<file path="src/rtl/playbus_pkg.sv">
// Shared PlayBus definitions: default widths, fixed ROM contents
// and the controller's function codes.
package playbus_pkg;

    localparam int AW_DEF = 4;
    localparam int DW_DEF = 8;

    // Controller function list (FUNC 0-7)
    localparam logic [2:0] FUNC_IDLE    = 3'd0;
    localparam logic [2:0] FUNC_ROM_LED = 3'd1;
    localparam logic [2:0] FUNC_RAM_LED = 3'd2;
    localparam logic [2:0] FUNC_SW_RAM  = 3'd3;
    localparam logic [2:0] FUNC_ROM_RAM = 3'd4;
    localparam logic [2:0] FUNC_SW_LED  = 3'd5;
    localparam logic [2:0] FUNC_RAM_RD  = 3'd6;
    localparam logic [2:0] FUNC_CLEAR   = 3'd7;

    // ROM[a] = a * 17, so a 4-bit address yields 0x00, 0x11 ... 0xFF
    function automatic logic [DW_DEF-1:0] rom_data(input int unsigned addr);
        int unsigned p;
        p = addr * 32'd17;
        return p[DW_DEF-1:0];
    endfunction

endpackage

</file>
<file path="src/rtl/playbus_ram16.sv">
// PlayBus RAM: 2**AW x DW register file, one synchronous write port,
// one combinational read port, cleared by asynchronous rst.
//   clk, rst        : clock, async active-high clear
//   we, waddr, wdata: write port
//   raddr, rdata    : combinational read port
import playbus_pkg::*;

module playbus_ram16 #(
    parameter int AW = AW_DEF,
    parameter int DW = DW_DEF
) (
    input  logic          clk,
    input  logic          rst,
    input  logic          we,
    input  logic [AW-1:0] waddr,
    input  logic [DW-1:0] wdata,
    input  logic [AW-1:0] raddr,
    output logic [DW-1:0] rdata
);

    localparam int DEPTH = 2 ** AW;

    logic [DW-1:0] mem_q [DEPTH];
    logic [DW-1:0] mem_d [DEPTH];

    always_comb begin
        mem_d = mem_q;
        if (we) begin
            mem_d[waddr] = wdata;
        end
    end

    always_ff @(posedge clk or posedge rst) begin
        if (rst) begin
            for (int i = 0; i < DEPTH; i++) begin
                mem_q[i] <= '0;
            end
        end else begin
            mem_q <= mem_d;
        end
    end

    assign rdata = mem_q[raddr];

endmodule

</file>
<file path="src/rtl/playbus_target.sv">
// PlayBus responder: ROM, RAM, switch buffer and LED latch behind the
// controller's strobes, with write counter and sticky protocol flags.
//   CK2HZ, CLR               : clock, async active-high reset
//   ADD, n_ROMO/n_RAMO/n_SWBEN: address and active-low source enables
//   n_RAMW, LEDLTCH          : RAM write strobe (low), LED latch (high)
//   SW, DATA_IN              : switches, resolved bus value
//   DATA_OUT, DATA_OE        : bus drive value and enable
//   LED, WRCNT               : LED latch, RAM write count
//   CONTEND, WRERR           : sticky multi-source / no-source flags
import playbus_pkg::*;

module playbus_target #(
    parameter int AW = AW_DEF,
    parameter int DW = DW_DEF
) (
    input  logic          CK2HZ,
    input  logic          CLR,
    input  logic [AW-1:0] ADD,
    input  logic          n_ROMO,
    input  logic          n_RAMO,
    input  logic          n_SWBEN,
    input  logic          n_RAMW,
    input  logic          LEDLTCH,
    input  logic [DW-1:0] SW,
    input  logic [DW-1:0] DATA_IN,
    output logic [DW-1:0] DATA_OUT,
    output logic          DATA_OE,
    output logic [DW-1:0] LED,
    output logic [7:0]    WRCNT,
    output logic          CONTEND,
    output logic          WRERR
);

    logic          prev_ramw_q, prev_ramw_d;
    logic          prev_led_q, prev_led_d;
    logic [DW-1:0] led_q, led_d;
    logic [7:0]    wrcnt_q, wrcnt_d;
    logic          contend_q, contend_d;
    logic          wrerr_q, wrerr_d;

    logic [1:0]    n_act;
    logic          src_none;
    logic          src_one;
    logic          src_multi;
    logic          ram_we;
    logic          led_edge;
    logic [DW-1:0] ram_rdata;
    logic [DW-1:0] rom_rdata;
    logic [DW-1:0] data_out;
    logic          data_oe;

    playbus_ram16 #(
        .AW (AW),
        .DW (DW)
    ) u_ram (
        .clk   (CK2HZ),
        .rst   (CLR),
        .we    (ram_we),
        .waddr (ADD),
        .wdata (DATA_IN),
        .raddr (ADD),
        .rdata (ram_rdata)
    );

    assign rom_rdata = DW'(rom_data(32'(ADD)));

    always_comb begin
        n_act = {1'b0, ~n_ROMO} + {1'b0, ~n_RAMO} + {1'b0, ~n_SWBEN};
        src_none  = (n_act == 2'd0);
        src_one   = (n_act == 2'd1);
        src_multi = (n_act >= 2'd2);
    end

    // Drive the bus only when exactly one source is selected
    always_comb begin
        data_out = '0;
        data_oe  = 1'b0;
        if (src_one) begin
            data_oe = 1'b1;
            unique case (1'b1)
                !n_ROMO: data_out = rom_rdata;
                !n_RAMO: data_out = ram_rdata;
                default: data_out = SW;
            endcase
        end
    end

    always_comb begin
        ram_we     = !n_RAMW && prev_ramw_q;
        led_edge   = LEDLTCH && !prev_led_q;
        prev_ramw_d = n_RAMW;
        prev_led_d  = LEDLTCH;
        led_d      = led_edge ? DATA_IN : led_q;
        wrcnt_d    = wrcnt_q + 8'(ram_we);
        contend_d  = contend_q | src_multi;
        // The capture itself still happens; only the flag records it
        wrerr_d    = wrerr_q | ((ram_we | led_edge) & src_none);
    end

    always_ff @(posedge CK2HZ or posedge CLR) begin
        if (CLR) begin
            prev_ramw_q <= 1'b1;
            prev_led_q  <= 1'b0;
            led_q       <= '0;
            wrcnt_q     <= '0;
            contend_q   <= 1'b0;
            wrerr_q     <= 1'b0;
        end else begin
            prev_ramw_q <= prev_ramw_d;
            prev_led_q  <= prev_led_d;
            led_q       <= led_d;
            wrcnt_q     <= wrcnt_d;
            contend_q   <= contend_d;
            wrerr_q     <= wrerr_d;
        end
    end

    assign DATA_OUT = data_out;
    assign DATA_OE  = data_oe;
    assign LED      = led_q;
    assign WRCNT    = wrcnt_q;
    assign CONTEND  = contend_q;
    assign WRERR    = wrerr_q;

endmodule

</file>
<file path="config.mk">
export PLATFORM = sky130hd
export DESIGN_NAME = playbus_target
export DESIGN_NICKNAME = d
export VERILOG_FILES = /design/src/rtl/playbus_pkg.sv /design/src/rtl/playbus_ram16.sv /design/src/rtl/playbus_target.sv
export SDC_FILE = /design/constraint.sdc
export NUM_CORES = 1
export LEC_CHECK = 0
export CAP_MARGIN = 10
export CORE_MARGIN = 2
export CORE_UTILIZATION = 40
export DETAILED_ROUTE_END_ITERATION = 7
export GPL_ROUTABILITY_DRIVEN = 1
export SETUP_SLACK_MARGIN = 0.02
export SYNTH_ARGS = -nofsm -noshare
export SYNTH_HDL_FRONTEND = slang
export SYNTH_SLANG_ARGS = --single-unit
</file>
<file path="constraint.sdc">
create_clock -name CK2HZ -period 12 [get_ports CK2HZ]
set_input_delay 1.8 -clock CK2HZ [delete_from_list [all_inputs] [get_ports CK2HZ]]
set_output_delay 1.8 -clock CK2HZ [all_outputs]
set_load 0.01 [all_outputs]
</file>
==> run summary, run 1 <==
Reports from this run.

- The flow ran to the end, and the final reports show no timing, DRC or antenna violations.
- The synthesized area per cell reads 15.3 um^2.
- The post-route core utilization reads 0.491.
- The standard cell with the maximum stage delay on the critical path reads or3b_1.
- The internal reg-to-reg setup slack is 9.54 ns.
- The number of distinct library cell variants in the gate-level netlist after synthesis reads 44.
- Entering global routing, the biggest net connects 79 pins.
- The final worst clock skew is 0.00631 ns.
- The number of antenna violations at the first check in global routing is 0.
- Detailed-route iteration 0 reported a violation count of 225.
- The kind of end point of the critical path is an output port.
- The count of buffers added by post-CTS timing repair for setup reads 0.
- The worst VDD IR drop from the latest analysis is 110 uV.
- The routed via count reads 3,949.
- In the global route stage, met2 resource usage came out at 0.301.
- The stage delay of the slowest cell on the critical path is 0.64 ns.
- The combinational cell fraction of total power reads 0.164.
- Per Yosys stat, the portion of area used by sequential elements is 0.539.
- The most common library cell in the layout ignoring fill and taps is dfrtp_1.
- The maximum fanout encountered on the critical timing path reads 11.
- The total non-filler cell area in the finished layout reads 8200 um^2.
- The timing report lists the critical path depth as 7 cells.
- The total area inside the core boundary comes to 16,700 um^2.
- The number of warnings in the stage logs is 26.
- The maximum level of the CTS H-tree reads 4.
- The most critical min-delay path falls under flop to flop.
- The final worst setup slack is 5.37 ns.
- In this run the power spent charging and discharging nets is 0.351 mW.
- In this run the critical path is formed by clkdlybuf4s50_1 > fa_1 > nand2b_1 > or3b_1 > o22ai_1 > o21bai_1 > clkdlybuf4s50_1.
- The cell type with the largest total area after synthesis reads dfrtp_1.
- The wire length on met3 is 497 um.
- Nets still carrying antenna violations after routing amount to 0.
- For reference, the top cells by count after synthesis are 147 x dfrtp_1, 134 x mux2_2, 29 x mux4_2.
- According to the floorplan report, the die height is 135 um.
- The dominant cell by count in the synthesized netlist reads dfrtp_1.
- Per the synth stats, the proportion of register bits with asynchronous set or reset is 1.00.
- The static leakage is 3.58 nW.
- The part of the power in the clock network reads 0.400.
- The final timing report lists a hold violation count of 0.
- The number of port buffers is 53.
- The initial cell density of the core is 0.411.
- Across all hold checks on the routed design, the worst slack comes to 0.483 ns.
- At the placement stage, the worst setup path has a slack of 5.38 ns.
- The tally of yosys warning messages reads 0.
- Between the synthesized netlist and the finished layout, the area growth was recorded as 19.4%.
- The final max-slew violation count recorded for this run is 0.
- The cell count in the Yosys report reads 449.
- The final critical-path required period is 6.63 ns.
- The total setup violations reported at the end of the flow reads 0.
- The number of cells after detailed placement reads 698.
- According to the floorplan log, the row count is 47.
- In this run the count of I/O pins placed on the die edge is 54.
- Per the detail_route log, met2 wirelength is 7700 um.
- The cell family contributing the most delay on the critical path is buffers and inverters.
- The wire length on met1 is 6630 um.
- The library cell appearing most often on the critical path is clkdlybuf4s50_1.
- For reference, the top cells by area after synthesis are dfrtp_1 54%, mux2_2 22%, mux4_2 9.5%, mux2i_1 2.5%, nand2b_1 0.91%.
- The insertion delay of the later-clocked pin in the worst-skew pair reads 0.42 ns.
- The total chip power is 1.48 mW.
- CTS added clock buffers totalling 17.
- The post-synthesis instance total reads 449.
- In the CTS report, the clock slew at the register clock pins of the worst setup and hold paths is listed as 0.06 ns.
- The share of post-route cells with drive strength above 1 reads 0.414.
- Setup repair after global routing left no endpoint under its margin.
- The transition time at the pin with the least slew margin reads 1.02 ns.
- The final period utilization is 0.552.
- Synthesis inferred 148 register bits.
- Counting flops with a built-in enable in the synthesized netlist gives 0.
- The placed instance area reads 7530 um^2.
- Routability-driven placement finished with a final weighted congestion of 0.813.
- The wire length of the first global-routing pass is 24,600 um.
- The net count reported at finish is 527.
- The count of TritonRoute iterations in the first routing pass reads 4.
- The post-synth area from yosys stat is 6870 um^2.
- The report gives the cell count of the worst hold path as 1.
- The worst slew slack as a fraction of its limit reads 0.320.
- The die footprint is 18,200 um^2.
- The via count of the first global-routing pass is 4,312.
- The routing usage on met1 is 0.236.
- In the synthesized netlist the dominant register cell turns out to be dfrtp_1.
- The depth of the worst register-to-register path is 5.
- The clock tree from TritonCTS is built.
- The clock sink count reads 148.
- The total congestion overflow reads 0.
- The count of hold-fix buffers inserted at cts is 0.
- The data arrival at the endpoint of the critical path is 4.83 ns.
- The final setup TNS is 0 ns.
- The netlist area before placement is 6870 um^2.
- The worst endpoint required time reads 10.20 ns.
- The peak-usage layer in the global routing report reads met2.
- The internal power of the cells reads 1.13 mW.
- In the routed layout, each cell is associated on average with a via count of 5.41.
- The number of maximum-capacitance constraint violations is 0.
- The maximum clock insertion buffer count is 2.
- The area fraction of the dominant cell type after synthesis is 0.536.
- In the layout the commonest cells are 147 x dfrtp_1, 134 x mux2_2, 51 x clkdlybuf4s50_1.
- For met3 alone, demand over resource in global routing was 0.0424.
- The worst setup path is launched from an input port.
- The switching share of power is 0.237.
- After detailed routing, no signal wire sits above met4.
-- run 1: final timing paths --
| check | startpoint | endpoint |
|---|---|---|
| min reg2reg | WRCNT[7]$_DFF_PP0_ | WRCNT[7]$_DFF_PP0_ |
| min in group asynchronous | CLR | WRCNT[2]$_DFF_PP0_ |
| max | n_ROMO | DATA_OUT[5] |
| max in group asynchronous | CLR | u_ram.mem_q[51]$_DFFE_PP0P_ |
| max reg2reg | prev_ramw_q$_DFF_PP1_ | u_ram.mem_q[66]$_DFFE_PP0P_ |
| min | WRCNT[7]$_DFF_PP0_ | WRCNT[7]$_DFF_PP0_ |
-- run 1: cell families after synthesis --
| family | after synthesis | synth area share |
|---|---|---|
| compound gates | 28 | 0.0297 |
| fa+ha+maj | 3 | 0.00656 |
| flops | 148 | 0.539 |
| xor+xnor | 6 | 0.00765 |
| simple gates | 50 | 0.0443 |
| buf+inv | 31 | 0.0257 |
| mux | 183 | 0.347 |
-- run 1: power groups by stage --
stage	logic, mW	clock network, mW	registers (mW)
2_1_floorplan	0.167	0	0.646
3_3_place_gp	0.240	0	0.649
3_5_place_dp	0.246	0	0.655
4_1_cts	0.247	0.604	0.647
5_1_grt	0.264	0.626	0.660
6_report	0.243	0.594	0.646
-- run 1: cell type report --
cell class,count,area [um^2]
Multi-Input combinational cell,270,2990
Timing Repair Buffer,57,551
Sequential cell,148,3700
Clock buffer,21,470
Clock inverter,11,196
Fill cell,1482,8500
Inverter,3,16.3
Tap cell,220,275
-- run 1: registers in the layout (all words and copies together), names as in the netlist --
name	cells
u_ram.mem_q	128
WRERR	1
prev_ramw_q	1
LED	8
WRCNT	8
prev_led_q	1
CONTEND	1
Run 1, placement view:
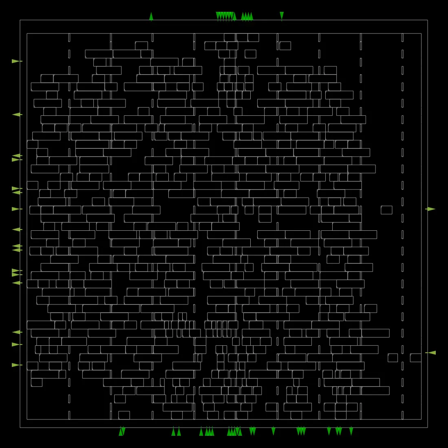
non-filler instance count after layout: 730
number of tap cells added at floorplan: 220

Run 1, layout detail:
Region (48, 21) to (88, 61) um. Cells in grey, sequential cells in the stronger grey; small squares are vias.
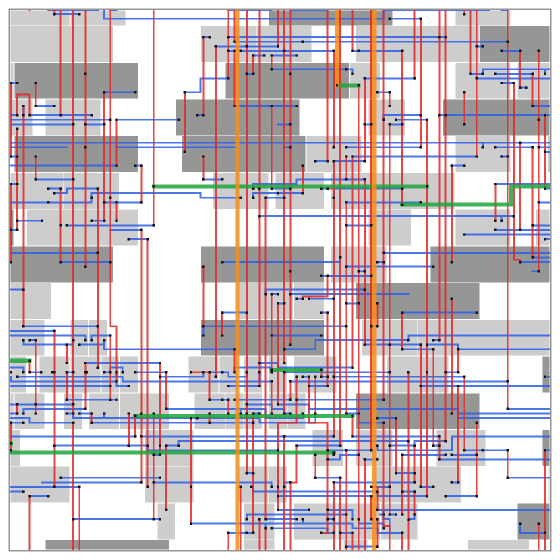
colour	layer
blue	metal 1
red	metal 2
green	metal 3
orange	metal 4
cells with their middle in the window	75
most frequent	mux2_2 (15), dfrtp_1 (13), nand2_1 (10)
sequential cells in the window	13
netlist names of flops here include	u_ram.mem_q (13)

Run 1, wiring by layer:
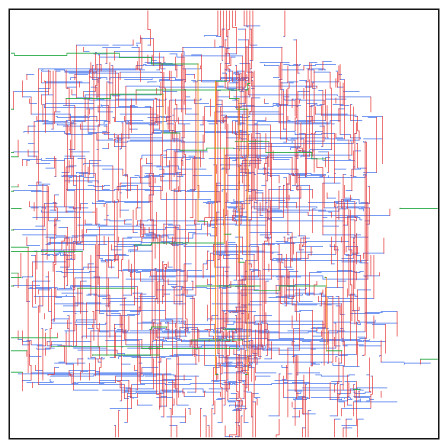
colour	layer	wire length
blue	metal 1	6,630 um
green	metal 3	498 um
orange	metal 4	343 um
red	metal 2	7,700 um
global-route total usage across every layer: 0.182
total detailed-routing wirelength: 15,200 um
mean routed wirelength per cell: 20.8 um

==> run 2, diff against run 1 <==
==> constraint.sdc (replaced) <==
create_clock -name CK2HZ -period 5.6 [get_ports CK2HZ]
set_input_delay 0.84 -clock CK2HZ [delete_from_list [all_inputs] [get_ports CK2HZ]]
set_output_delay 0.84 -clock CK2HZ [all_outputs]
set_load 0.01 [all_outputs]
Run 2, layout detail:
Region (48, 21) to (88, 61) um. Cells in grey, sequential cells in the stronger grey; small squares are vias.
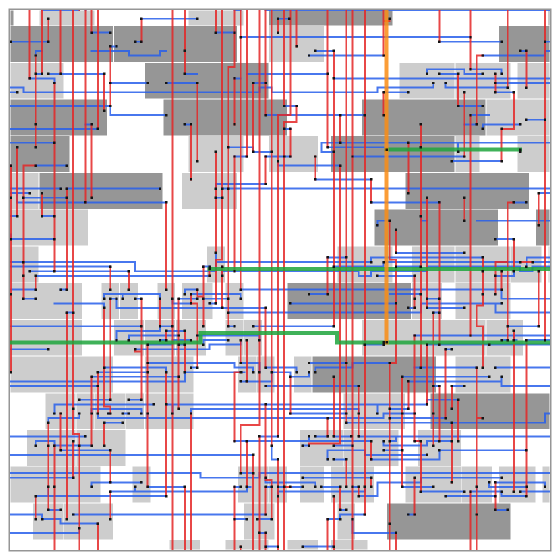
colour	layer
blue	metal 1
orange	metal 4
red	metal 2
green	metal 3
netlist names of flops here include	u_ram.mem_q (14)
most frequent	mux2_2 (15), dfrtp_1 (14), nand2_1 (11)
sequential cells in the window	14
cells with their middle in the window	78

Run 2, placement view:
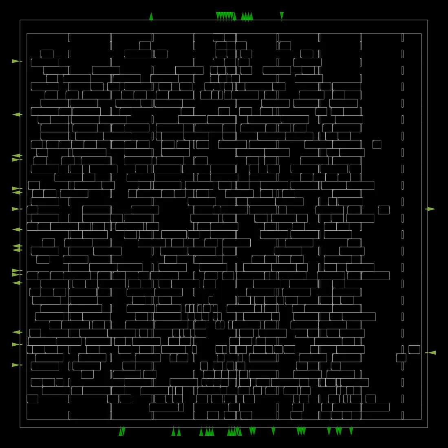
register fraction of the total cell area: 0.453
standard cell core area: 16,700 um^2

Run 2, M3 wires:
Scale bar: 50 um.
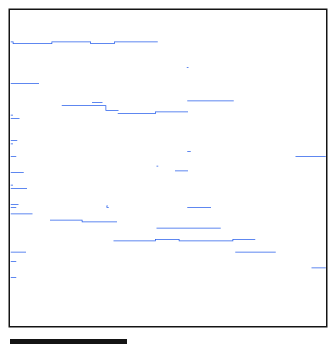
nets with wire on the layer	23
wire length on this layer	376 um
main direction	horizontal
total detailed-routing wirelength: 15,400 um
met3 track demand over resource in global routing: 0.0432
via count: 3,948

==> run 2 against run 1 <==
  * Setup slack lost 4.5 ns
  * Worst hold slack got worse by 0.0089 ns
  * Sequential power is 110% higher
==> run summary, run 2 <==
Reports from this run.

- The die footprint is 18,200 um^2 (unchanged).
- The number of port buffers is 53 (unchanged).
- The via count of the first global-routing pass is 4,207 (-2.4%).
- The worst setup slack after placement reads 0.877 ns (-4.51 ns).
- The kind of end point of the critical path is an output port.
- Checking hold timing, the worst path is listed with class flop to flop.
- The overall global routing resource usage reads 0.182 (-0.000244).
- The count of buffers added by post-CTS timing repair for setup came to 0 (unchanged).
- The standard-cell row count is 47 (unchanged).
- Setup repair after global routing left no endpoint under its margin.
- The netlist area before placement is 6870 um^2 (unchanged).
- The worst slew slack as a fraction of its limit reads 0.304 (-0.0162).
- The maximum clock insertion buffer count is 2 (unchanged).
- The height of the die is 135 um (unchanged).
- The clock sink count is 148 (unchanged).
- The most common library cell in the layout ignoring fill and taps reads dfrtp_1.
- STA lists the endpoint of the worst register-to-register path as u_ram.mem_q[37]$_DFFE_PP0P_.
- The remaining number of nets flagged by the antenna check after routing was 0 (unchanged).
- The number of synthesized flops with an enable pin reads 0 (unchanged).
- The number of buffers created by CTS is 17 (unchanged).
- The placed instance area is 7530 um^2 (unchanged).
- The net count reported at finish reads 527 (unchanged).
- The dominant cell by count in the synthesized netlist reads dfrtp_1.
- Post-CTS repair changed the size of 0 cells.
- The number of cells traversed by the worst hold path reads 1 (unchanged).
- The total non-filler cell area in the finished layout came to 8170 um^2 (-0.35%).
- The fraction of registers with async set or reset after synthesis is 1.00 (unchanged).
- Dividing the final minimum period by the clock period gives 0.844.
- The transition time at the pin with the least slew margin is 1.04 ns (+0.0242 ns).
- In the synthesized netlist the dominant register cell turns out to be dfrtp_1.
- The worst hold path startpoint reads WRCNT[7]$_DFF_PP0_.
- The total of flip-flops plus latches after synthesis came to 148 (unchanged).
- The maximum fanout encountered on the critical timing path reads 11 (unchanged).
- The depth of the worst register-to-register path was 5 (unchanged).
- The clock tree from TritonCTS reads built.
- The data arrival at the endpoint of the critical path came to 3.88 ns (-0.95 ns).
- Per the synthesis report, the dominant area consumer among library cells is dfrtp_1.
- The synthesis report lists the most area-consuming cells as dfrtp_1 54%, mux2_2 22%, mux4_2 9.5%, mux2i_1 2.5%, nand2b_1 0.91%.
- The number of cells after detailed placement came to 698 (unchanged).
- The area fraction of the dominant cell type after synthesis is 0.536 (unchanged).
- The post-synth area from yosys stat was 6870 um^2 (unchanged).
- The number of warnings in the stage logs is 28 (+7.7%).
- The wire length of the first global-routing pass came to 24,400 um (-0.81%).
- The initial cell density of the core is 0.411 (unchanged).
- The post-synthesis instance total was 449 (unchanged).
- The top cell types in the final layout, fill and taps aside, are 147 x dfrtp_1, 134 x mux2_2, 51 x clkdlybuf4s50_1.
- By count the netlist is led by 147 x dfrtp_1, 134 x mux2_2, 29 x mux4_2.
- The pin count of the biggest net entering global routing is 113 (+43%).
- The flow ran to the end, and the final reports show no timing, DRC or antenna violations.
- The number of maximum-capacitance constraint violations reads 0 (unchanged).
- The maximum ir drop on the vdd rail is 323 uV (+190%).
- The layout-stage area growth over the synthesis result is 19.0%.
- The final critical-path required period is 4.72 ns.
- The number of I/O pins was 54 (unchanged).
- The synthesized area per cell is 15.3 um^2 (unchanged).
- The final worst clock skew reads 0.00588 ns (-0.000429 ns).
- The total setup violations reported at the end of the flow came to 0 (unchanged).
- The number of slew-limit violations in the final report reads 0 (unchanged).
- The worst endpoint required time reads 4.76 ns (-5.44 ns).
- The tally of yosys warning messages reads 0 (unchanged).
- The static leakage is 3.56 nW (-0.51%).
- The final worst setup slack reads 0.876 ns (-4.50 ns).
- The startpoint kind of the worst setup timing path is an input port.
- The number of DRC markers after the initial detailed-route iteration was 211 (-6.2%).
- The insertion delay of the later-clocked pin in the worst-skew pair is 0.42 ns (about the same).
- The wire length per cell after detailed routing reads 21.1 um (+1.6%).
- The final setup TNS was 0 ns (unchanged).
- The clock slew seen by the registers of the worst setup and hold paths is 0.06 ns (about the same).
- The cell count in the Yosys report is 449 (unchanged).
- The count of TritonRoute iterations in the first routing pass reads 4 (unchanged).
- The register containing the most flip-flops in the final layout reads u_ram.mem_q.
- The total congestion overflow was 0 (unchanged).
- The sequential share of the synthesized area is 0.539 (unchanged).
- The worst hold slack is 0.474 ns (-0.00895 ns).
- The maximum level of the CTS H-tree reads 4 (unchanged).
- The number of distinct library cell variants in the gate-level netlist after synthesis was 44 (unchanged).
- The launching point of the worst reg2reg path is prev_ramw_q$_DFF_PP1_.
- The share of post-route cells with drive strength above 1 is 0.413 (-0.00115).
- The antenna diode count reads 0.
- The post-route core utilization reads 0.489 (-0.00172).
- The total chip power came to 3.13 mW (+110%).
- For reference, the critical path is launched at n_ROMO.
- The count of final hold-check violations is 0 (unchanged).
- The post-detailed-route via-to-cell ratio is 5.42 (+0.11%).
- The post-layout instance count excluding filler cells was 729 (-0.14%).
- The flip-flop count of the largest register after layout is 128 (unchanged).
- The count of hold-fix buffers inserted at cts is 0 (unchanged).
- The internal reg-to-reg setup slack came to 3.14 ns (-6.40 ns).
- The number of antenna violations at the first check in global routing is 0 (unchanged).
- The placer congestion estimate reads 0.788 (-3.1%).
[run 2: how the worst max path moves through the flow]
stage | endpoint | slack, ns
after global placement | DATA_OUT[5] | 0.93
after floorplan | CONTEND$_DFF_PP0_ | 0.78
after CTS | DATA_OUT[5] | 0.86
after detailed placement | DATA_OUT[5] | 0.88
after global routing | DATA_OUT[5] | 0.75
final | DATA_OUT[5] | 0.88
[run 2: cell families (layout without fill, tap and decap cells)]
logic type / after synthesis / count (layout) / share of synthesized area
multiplexers: 183 / 183 / 0.347
flip-flops: 148 / 148 / 0.539
AND/OR/NAND/NOR: 50 / 50 / 0.0443
buffers and inverters: 31 / 91 / 0.0257
AND-OR/OR-AND: 28 / 28 / 0.0297
XOR/XNOR: 6 / 6 / 0.00765
adder cells (fa/ha/maj): 3 / 3 / 0.00656
[run 2: critical path, cell delays in order]
cell and delay (ns):
clkdlybuf4s50_1 0.49, fa_1 0.53, nand2b_1 0.37, or3b_1 0.63, o22ai_1 0.27, o21bai_1 0.17
clkdlybuf4s50_1 0.58
[run 2: metal layers]
metal / GRT usage / vias up / share of wire
met1: 0.239 / 2138 / 0.46
li1: - / 1759 / -
met5: 0 / - / 0
met2: 0.307 / 40 / 0.51
met4: 0.0434 / 0 / 0.0088
met3: 0.0432 / 11 / 0.024
[run 2: report_power, final]
part / switching [mW] / total (mW) / internal (mW)
clock: 0.440 / 1.23 / 0.787
combinational: 0.202 / 0.521 / 0.319
sequential: 0.108 / 1.38 / 1.28
total: 0.749 / 3.13 / 2.38
[run 2: final cells by class]
type,instances,area (um^2)
Sequential cell,148,3700
Tap cell,220,275
Inverter,3,16.3
Fill cell,1479,8530
Clock inverter,13,209
Timing Repair Buffer,57,551
Clock buffer,18,429
Multi-Input combinational cell,270,2990
Power is estimated from default activity; no workload was simulated.
